==> src/rtl/addsub_pkg.sv <==
// Shared types and helpers for the digit-serial adder/subtractor.
// Holds the FSM state encoding and the ASCII hex conversion used on the display path.
package addsub_pkg;

    typedef enum logic [1:0] {
        IDLE = 2'd0,
        CALC = 2'd1,
        DONE = 2'd2
    } state_e;

    localparam logic [7:0] ASCII_0 = 8'h30;
    localparam logic [7:0] ASCII_A = 8'h41;

    function automatic logic [7:0] hex_to_ascii(input logic [3:0] nib);
        if (nib < 4'd10) begin
            return ASCII_0 + {4'h0, nib};
        end
        return ASCII_A + {4'h0, nib} - 8'd10;
    endfunction

endpackage

==> src/rtl/addsub_if.sv <==
// Operand/command and result bundle between a requester and the addsub_seq engine.
// The requester (master) drives start/op/operands; the engine (slave) returns status and result.
interface addsub_if #(
    parameter int WIDTH = 8
);
    logic             Gl_adder_start;
    logic             Gl_subtract;
    logic [WIDTH-1:0] Gl_r1;
    logic [WIDTH-1:0] Gl_r2;
    logic             L_busy;
    logic             L_adder_rdy;
    logic [WIDTH-1:0] L_result;
    logic             L_carry;
    logic             L_ovf;
    logic             L_zero;
    logic             L_neg;
    logic [7:0]       L_adder_data;

    modport master (
        output Gl_adder_start, Gl_subtract, Gl_r1, Gl_r2,
        input  L_busy, L_adder_rdy, L_result, L_carry, L_ovf, L_zero, L_neg, L_adder_data
    );

    modport slave (
        input  Gl_adder_start, Gl_subtract, Gl_r1, Gl_r2,
        output L_busy, L_adder_rdy, L_result, L_carry, L_ovf, L_zero, L_neg, L_adder_data
    );
endinterface

==> src/rtl/addsub_digit.sv <==
// DIGIT-wide combinational ripple-carry slice built from per-bit full-adder equations.
module addsub_digit #(
    parameter int DIGIT = 2
) (
    input  logic [DIGIT-1:0] a,
    input  logic [DIGIT-1:0] b,
    input  logic             cin,
    output logic [DIGIT-1:0] s,
    output logic             cout
);

    logic chain;

    always_comb begin
        s     = '0;
        chain = cin;
        for (int i = 0; i < DIGIT; i++) begin
            s[i]  = a[i] ^ b[i] ^ chain;
            chain = (a[i] & b[i]) | (chain & (a[i] ^ b[i]));
        end
        cout = chain;
    end

endmodule

==> src/rtl/addsub_seq.sv <==
// Multi-cycle adder/subtractor: latches operands on start, resolves DIGIT bits per clock,
// then pulses ready with the full result, status flags and an ASCII hex of the low nibble.
module addsub_seq
    import addsub_pkg::*;
#(
    parameter int WIDTH = 8,
    parameter int DIGIT = 2
) (
    input  logic    clk,
    input  logic    Gl_rst,
    addsub_if.slave bus
);

    localparam int N     = WIDTH / DIGIT;
    localparam int CNT_W = (N > 1) ? $clog2(N) : 1;
    localparam logic [CNT_W-1:0] LAST = CNT_W'(N - 1);

    state_e           state_q, state_d;
    logic [CNT_W-1:0] count_q, count_d;
    logic             carry_q, carry_d;
    logic [WIDTH-1:0] a_q, a_d;
    logic [WIDTH-1:0] b_q, b_d;
    logic [WIDTH-1:0] res_q, res_d;
    logic             busy_q, busy_d;
    logic             rdy_q, rdy_d;
    logic             cflag_q, cflag_d;
    logic             ovf_q, ovf_d;
    logic             zero_q, zero_d;
    logic             neg_q, neg_d;
    logic [7:0]       data_q, data_d;

    logic [31:0]      base;
    logic [DIGIT-1:0] dig_a, dig_b, dig_s;
    logic             dig_cout;

    // Only one slice exists; the digit counter steers it across the latched operands.
    assign base  = 32'(count_q) * 32'(DIGIT);
    assign dig_a = a_q[base +: DIGIT];
    assign dig_b = b_q[base +: DIGIT];

    addsub_digit #(.DIGIT(DIGIT)) u_digit (
        .a    (dig_a),
        .b    (dig_b),
        .cin  (carry_q),
        .s    (dig_s),
        .cout (dig_cout)
    );

    always_comb begin
        state_d = state_q;
        count_d = count_q;
        carry_d = carry_q;
        a_d     = a_q;
        b_d     = b_q;
        res_d   = res_q;
        busy_d  = 1'b0;
        rdy_d   = 1'b0;
        cflag_d = cflag_q;
        ovf_d   = ovf_q;
        zero_d  = zero_q;
        neg_d   = neg_q;
        data_d  = data_q;
        case (state_q)
            IDLE: begin
                if (bus.Gl_adder_start) begin
                    // Subtract as A + ~B + 1: invert B here and seed the carry with 1.
                    a_d     = bus.Gl_r1;
                    b_d     = bus.Gl_r2 ^ {WIDTH{bus.Gl_subtract}};
                    carry_d = bus.Gl_subtract;
                    count_d = '0;
                    state_d = CALC;
                    busy_d  = 1'b1;
                end
            end
            CALC: begin
                res_d[base +: DIGIT] = dig_s;
                carry_d              = dig_cout;
                if (count_q == LAST) begin
                    state_d = DONE;
                    rdy_d   = 1'b1;
                    cflag_d = dig_cout;
                    neg_d   = res_d[WIDTH-1];
                    zero_d  = (res_d == '0);
                    ovf_d   = (a_q[WIDTH-1] == b_q[WIDTH-1]) && (res_d[WIDTH-1] != a_q[WIDTH-1]);
                    data_d  = hex_to_ascii(res_d[3:0]);
                end else begin
                    count_d = count_q + CNT_W'(1);
                    busy_d  = 1'b1;
                end
            end
            DONE: begin
                state_d = IDLE;
            end
            default: begin
                state_d = IDLE;
            end
        endcase
    end

    always_ff @(posedge clk or posedge Gl_rst) begin
        if (Gl_rst) begin
            state_q <= IDLE;
            count_q <= '0;
            carry_q <= 1'b0;
            a_q     <= '0;
            b_q     <= '0;
            res_q   <= '0;
            busy_q  <= 1'b0;
            rdy_q   <= 1'b0;
            cflag_q <= 1'b0;
            ovf_q   <= 1'b0;
            zero_q  <= 1'b0;
            neg_q   <= 1'b0;
            data_q  <= ASCII_0;
        end else begin
            state_q <= state_d;
            count_q <= count_d;
            carry_q <= carry_d;
            a_q     <= a_d;
            b_q     <= b_d;
            res_q   <= res_d;
            busy_q  <= busy_d;
            rdy_q   <= rdy_d;
            cflag_q <= cflag_d;
            ovf_q   <= ovf_d;
            zero_q  <= zero_d;
            neg_q   <= neg_d;
            data_q  <= data_d;
        end
    end

    assign bus.L_busy       = busy_q;
    assign bus.L_adder_rdy  = rdy_q;
    assign bus.L_result     = res_q;
    assign bus.L_carry      = cflag_q;
    assign bus.L_ovf        = ovf_q;
    assign bus.L_zero       = zero_q;
    assign bus.L_neg        = neg_q;
    assign bus.L_adder_data = data_q;

endmodule

==> src/flat_wrapper.sv <==
// flat-port wrapper written by rule: the top's interface ports become plain ports
module addsub_seq_flat import addsub_pkg::*;
#(
    parameter int WIDTH = 8,
    parameter int DIGIT = 2
)
  (clk, Gl_rst, bus_Gl_adder_start, bus_Gl_subtract, bus_Gl_r1, bus_Gl_r2, bus_L_busy, bus_L_adder_rdy, bus_L_result, bus_L_carry, bus_L_ovf, bus_L_zero, bus_L_neg, bus_L_adder_data);
  addsub_if #(.WIDTH(WIDTH)) bus_i ();
  input  logic clk;
  input  logic Gl_rst;
  input wire logic [$bits(bus_i.Gl_adder_start)-1:0] bus_Gl_adder_start;
  input wire logic [$bits(bus_i.Gl_subtract)-1:0] bus_Gl_subtract;
  input wire logic [$bits(bus_i.Gl_r1)-1:0] bus_Gl_r1;
  input wire logic [$bits(bus_i.Gl_r2)-1:0] bus_Gl_r2;
  output wire logic [$bits(bus_i.L_busy)-1:0] bus_L_busy;
  output wire logic [$bits(bus_i.L_adder_rdy)-1:0] bus_L_adder_rdy;
  output wire logic [$bits(bus_i.L_result)-1:0] bus_L_result;
  output wire logic [$bits(bus_i.L_carry)-1:0] bus_L_carry;
  output wire logic [$bits(bus_i.L_ovf)-1:0] bus_L_ovf;
  output wire logic [$bits(bus_i.L_zero)-1:0] bus_L_zero;
  output wire logic [$bits(bus_i.L_neg)-1:0] bus_L_neg;
  output wire logic [$bits(bus_i.L_adder_data)-1:0] bus_L_adder_data;
  assign bus_i.Gl_adder_start = bus_Gl_adder_start;
  assign bus_i.Gl_subtract = bus_Gl_subtract;
  assign bus_i.Gl_r1 = bus_Gl_r1;
  assign bus_i.Gl_r2 = bus_Gl_r2;
  assign bus_L_busy = bus_i.L_busy;
  assign bus_L_adder_rdy = bus_i.L_adder_rdy;
  assign bus_L_result = bus_i.L_result;
  assign bus_L_carry = bus_i.L_carry;
  assign bus_L_ovf = bus_i.L_ovf;
  assign bus_L_zero = bus_i.L_zero;
  assign bus_L_neg = bus_i.L_neg;
  assign bus_L_adder_data = bus_i.L_adder_data;
  addsub_seq #(.WIDTH(WIDTH), .DIGIT(DIGIT)) u_core (.clk(clk), .Gl_rst(Gl_rst), .bus(bus_i));
endmodule
==> config.mk <==
export PLATFORM = sky130hd
export DESIGN_NAME = addsub_seq_flat
export DESIGN_NICKNAME = d
export VERILOG_FILES = /design/src/rtl/addsub_pkg.sv /design/src/rtl/addsub_if.sv /design/src/rtl/addsub_digit.sv /design/src/rtl/addsub_seq.sv /design/src/flat_wrapper.sv
export SDC_FILE = /design/constraint.sdc
export NUM_CORES = 1
export LEC_CHECK = 0
export CORE_UTILIZATION = 46
export DETAILED_ROUTE_END_ITERATION = 12
export GPL_TIMING_DRIVEN = 0
export PLACE_DENSITY = 0.75
export REMOVE_ABC_BUFFERS = 1
export SETUP_SLACK_MARGIN = 0.4
export SLEW_MARGIN = 20
export SYNTH_ARGS = -nofsm -noshare
export SYNTH_HDL_FRONTEND = slang
export SYNTH_SLANG_ARGS = --single-unit
==> constraint.sdc <==
create_clock -name clk -period 3 [get_ports clk]
set_clock_uncertainty 0.2 [all_clocks]
set_input_delay 0.6 -clock clk [delete_from_list [all_inputs] [get_ports clk]]
set_output_delay 0.6 -clock clk [all_outputs]
set_load 0.05 [all_outputs]
Figure 1. Metal 1 (run 1).
The bar under the picture is 20 um long. Supply wires on this layer in grey.
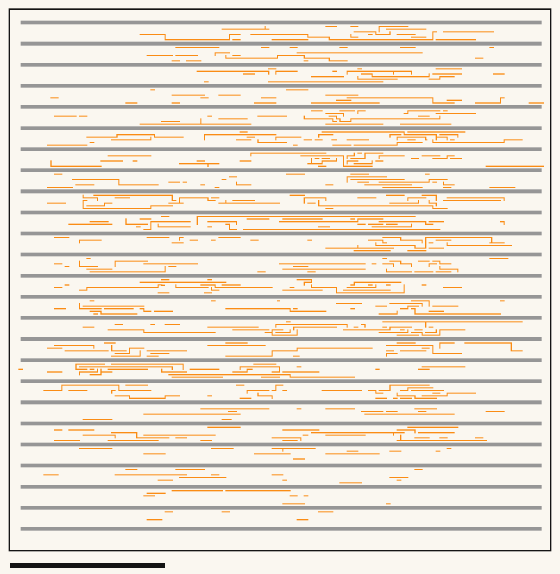
nets with wire on the layer: 228
share of all routed wire: 43%
main direction: horizontal
wire length on this layer: 1,810 um
longest straight run: 28.1 um

Figure 2. Met2 routing (run 1).
The bar under the picture is 20 um long.
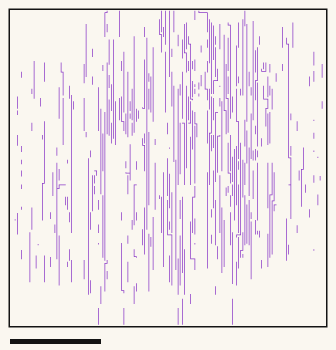
longest straight run: 42.2 um
share of all routed wire: 52%
nets with wire on the layer: 220
main direction: vertical
wire length on this layer: 2,150 um

==> summary.txt, run 1 <==
run results: Arrival @ worst endpoint=~3.0 ns, Top Consumer=combinational cells, Final GP Congestion=roughly 0.74, final hold slack=approximately 0.27 ns, met2 Use GR=0.339, first-pass GRT wire length=7230 um, Final ANT Viol Nets=0, Worst Hold Path EP=u_core.bus.L_adder_data[5], worst hold-check path type=flip-flop to flip-flop, Sw Pwr=~1.5 mW, busiest metal layer after global routing=met2, Final Hold Fails=0, tool warnings=32, Rows=24, CTS root buffer=clkbuf_8, R2R Path Start=u_core.count_q[0], adder share=0.0607, Clock Pin Slew Worst Setup and Hold Paths=roughly 0.08 ns, area added between synthesis and finish=37.4%, Via density=5.30, fin area=between 2000 and 3000 um^2, logic share of the area=0.375, synth warn=0, max-cap viol count=0, Signal buffers=around 55, Internal=about 1.9 mW, fraction of area in non-clock buffers=0.190, Clock power frac=0.136, FILL cells=about 360, Wirelength per Cell=14.2 um, startpoint types=flip-flop, clock tree cell share of total cell area=0.0390, power of the sequential group=approximately 0.95 mW, critical path class=flip-flop to flip-flop, final setup margin=-0.0284 ns, top cell type by total area after synthesis=dfrtp_1, diodes inserted=0, CTS sink cnt=between 40 and 50, Avg Synthesized Cell Area=11.2 um^2, DIE WIDTH=69.6 um, EDFF count, synth=0, met3 wire len=157 um, Max-area cell share=0.476, WP data required=between 2 and 3 ns, Final setup viols=4, crit-path max FO=5, invs w/o clock=7, Post-Route Setup TNS=-0.0725 ns, Worst path slowest cell=mux4_2, synth cell count leaders=dfrtp_1, nand2_1, nor2_1, Tot Pwr=3.37 mW, hold buffers post-CTS=0, status=finished, violations left, biggest area cells=dfrtp_1, mux2_2, mux4_2, ha_1, nand2_1, Worst Tran Pin Value=between 0.5 and 0.6 ns, # H-tree levels=2, Seq area share=0.365, Worst setup endpoint=u_core.bus.L_adder_data[0], Period Utilization, post-route=1.01, Post-CTS Resized=19, Crit path largest cell delay=approximately 0.54 ns, Reg2Reg Depth=8, Cells after Synth=between 150 and 200, ys async rst share=1.00, Worst Setup End Kind=flip-flop, Hold Path Depth=2, failing checks=negative setup slack, antenna violations before repair=0
Figure 3. Metal 3 (run 1).
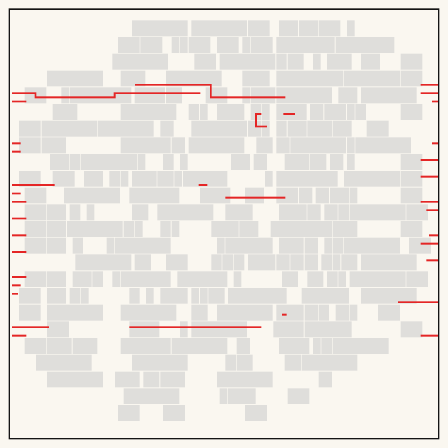
wire length on this layer: 158 um
longest straight run: 21.2 um
nets with wire on the layer: 30
share of all routed wire: 3.8%
main direction: horizontal
GR Layer Usage met3: 0.0581
Vias: 1,558

==> inputs of run 2 (changes only) <==
CORE_UTILIZATION = 55   (was 46)
PLACE_DENSITY = 0.84   (was 0.75)
clock period = 3.5 ns   (was 3 ns; I/O delays follow)
Figure 4. Met2 routing (run 2).
The bar under the picture is 20 um long.
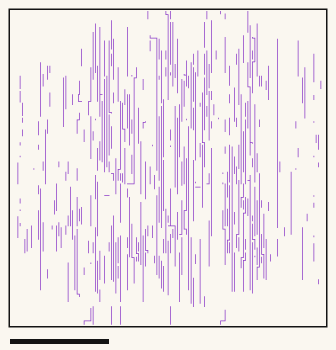
nets with wire on the layer: 210
share of all routed wire: 50%
wire length on this layer: 1,990 um
main direction: vertical
longest straight run: 38.1 um

==> summary.txt, run 2 <==
run results: met3 wire len=175 um (+11%), synth warn=0 (unchanged), Hold Path Depth=2 (unchanged), Crit path max-delay family=adder cells, multi-input gates=between 100 and 150, nets@finish=261, Vias=1,535 (-1.5%), Final setup viols=0 (-4), Worst Tran Pin Value=0.566 ns (+0.00726 ns), invs w/o clock=7 (unchanged), Arrival @ worst endpoint=3.11 ns (+0.10 ns), Final GP Congestion=0.802 (+8.3%), Worst Setup End Kind=flip-flop, Clock Pin Slew Worst Setup and Hold Paths=0.08 ns (about the same), WP data required=3.52 ns (+0.54 ns), power of the sequential group=0.823 mW (-13%), Max-area cell share=0.476 (unchanged), Worst Hold Path EP=u_core.bus.L_adder_data[5], top cell type by total area after synthesis=dfrtp_1, Final Hold Fails=0 (unchanged), CTS sink cnt=42 (unchanged), IO buf count=around 40, Seq area share=0.389 (+0.0244), Post-CTS Resized=5 (-14), adder share=0.0607 (unchanged), met2 Use GR=0.375 (+0.0363), diodes inserted=0 (unchanged), Synth Cell Area=~2100 um^2, TritonCTS clock tree=done, antenna violations before repair=0 (unchanged), boundary pin count=about 42, fin area=2710 um^2 (-6.3%), biggest area cells=dfrtp_1, mux2_2, mux4_2, ha_1, nand2_1, CP Cell Sequence=mux4_2 > fa_2 > fa_1 > and2b_2 > a31oi_4 > or3_1 > a31oi_1, final setup margin=0.408 ns (+0.437 ns), Commonest Layout Cell=clkdlybuf4s50_1, Worst setup endpoint=u_core.bus.L_ovf, Internal=1.43 mW (-25%), # H-tree levels=2 (unchanged), clock tree cell share of total cell area=0.0333 (-0.00570), status=finished, final reports clean, worst hold-check path type=flip-flop to flip-flop, R2R Path Start=u_core.count_q[0], critical path class=flip-flop to flip-flop, Reg power frac=0.319, Cells after Synth=188 (unchanged), Reg2Reg Depth=7 (-1), Top Metal Used=met4, Rows=22 (-8.3%), Wirelength per Cell=14.1 um (-0.47%), MI comb area=1020 um^2, total combinational power=about 1.4 mW, max-cap viol count=0 (unchanged), GR Layer Usage met3=0.0714 (+0.0133), fraction of area in non-clock buffers=0.169 (-0.0206), crit-path max FO=5 (unchanged), peak supply drop=476 uV, Via density=5.46 (+3.1%), Final ANT Viol Nets=0 (unchanged), Top Consumer=combinational cells, CTS root buffer=clkbuf_8, ys async rst share=1.00 (unchanged), hold buffers post-CTS=0 (unchanged), Synth mux share=0.0904, Crit path largest cell delay=0.55 ns (about the same), area added between synthesis and finish=28.8%, Signal buffers=45 (-18%), Synth top cell by count=dfrtp_1, Period Utilization, post-route=0.883 (-0.126), Worst path slowest cell=fa_1, logic share of the area=0.376 (+0.00155), Tot Pwr=2.58 mW (-23%), final hold slack=0.270 ns (-0.00154 ns), DIE AREA=4080 um^2, tool warnings=32 (unchanged), EDFF count, synth=0 (unchanged), power per cell area=roughly 950 nW/um^2, busiest metal layer after global routing=met2, Avg Synthesized Cell Area=11.2 um^2 (unchanged), synth cell count leaders=dfrtp_1, nand2_1, nor2_1, FILL cells=268 (-25%), first-pass GRT wire length=6720 um (-7.1%), startpoint types=flip-flop, Post-Route Setup TNS=0 ns (+0.0725 ns), DIE WIDTH=63.8 um (-8.3%), Clock power frac=0.124 (-0.012), Sw Pwr=1.15 mW (-21%)
No activity file was given, so power comes from the tool's default toggle rates.
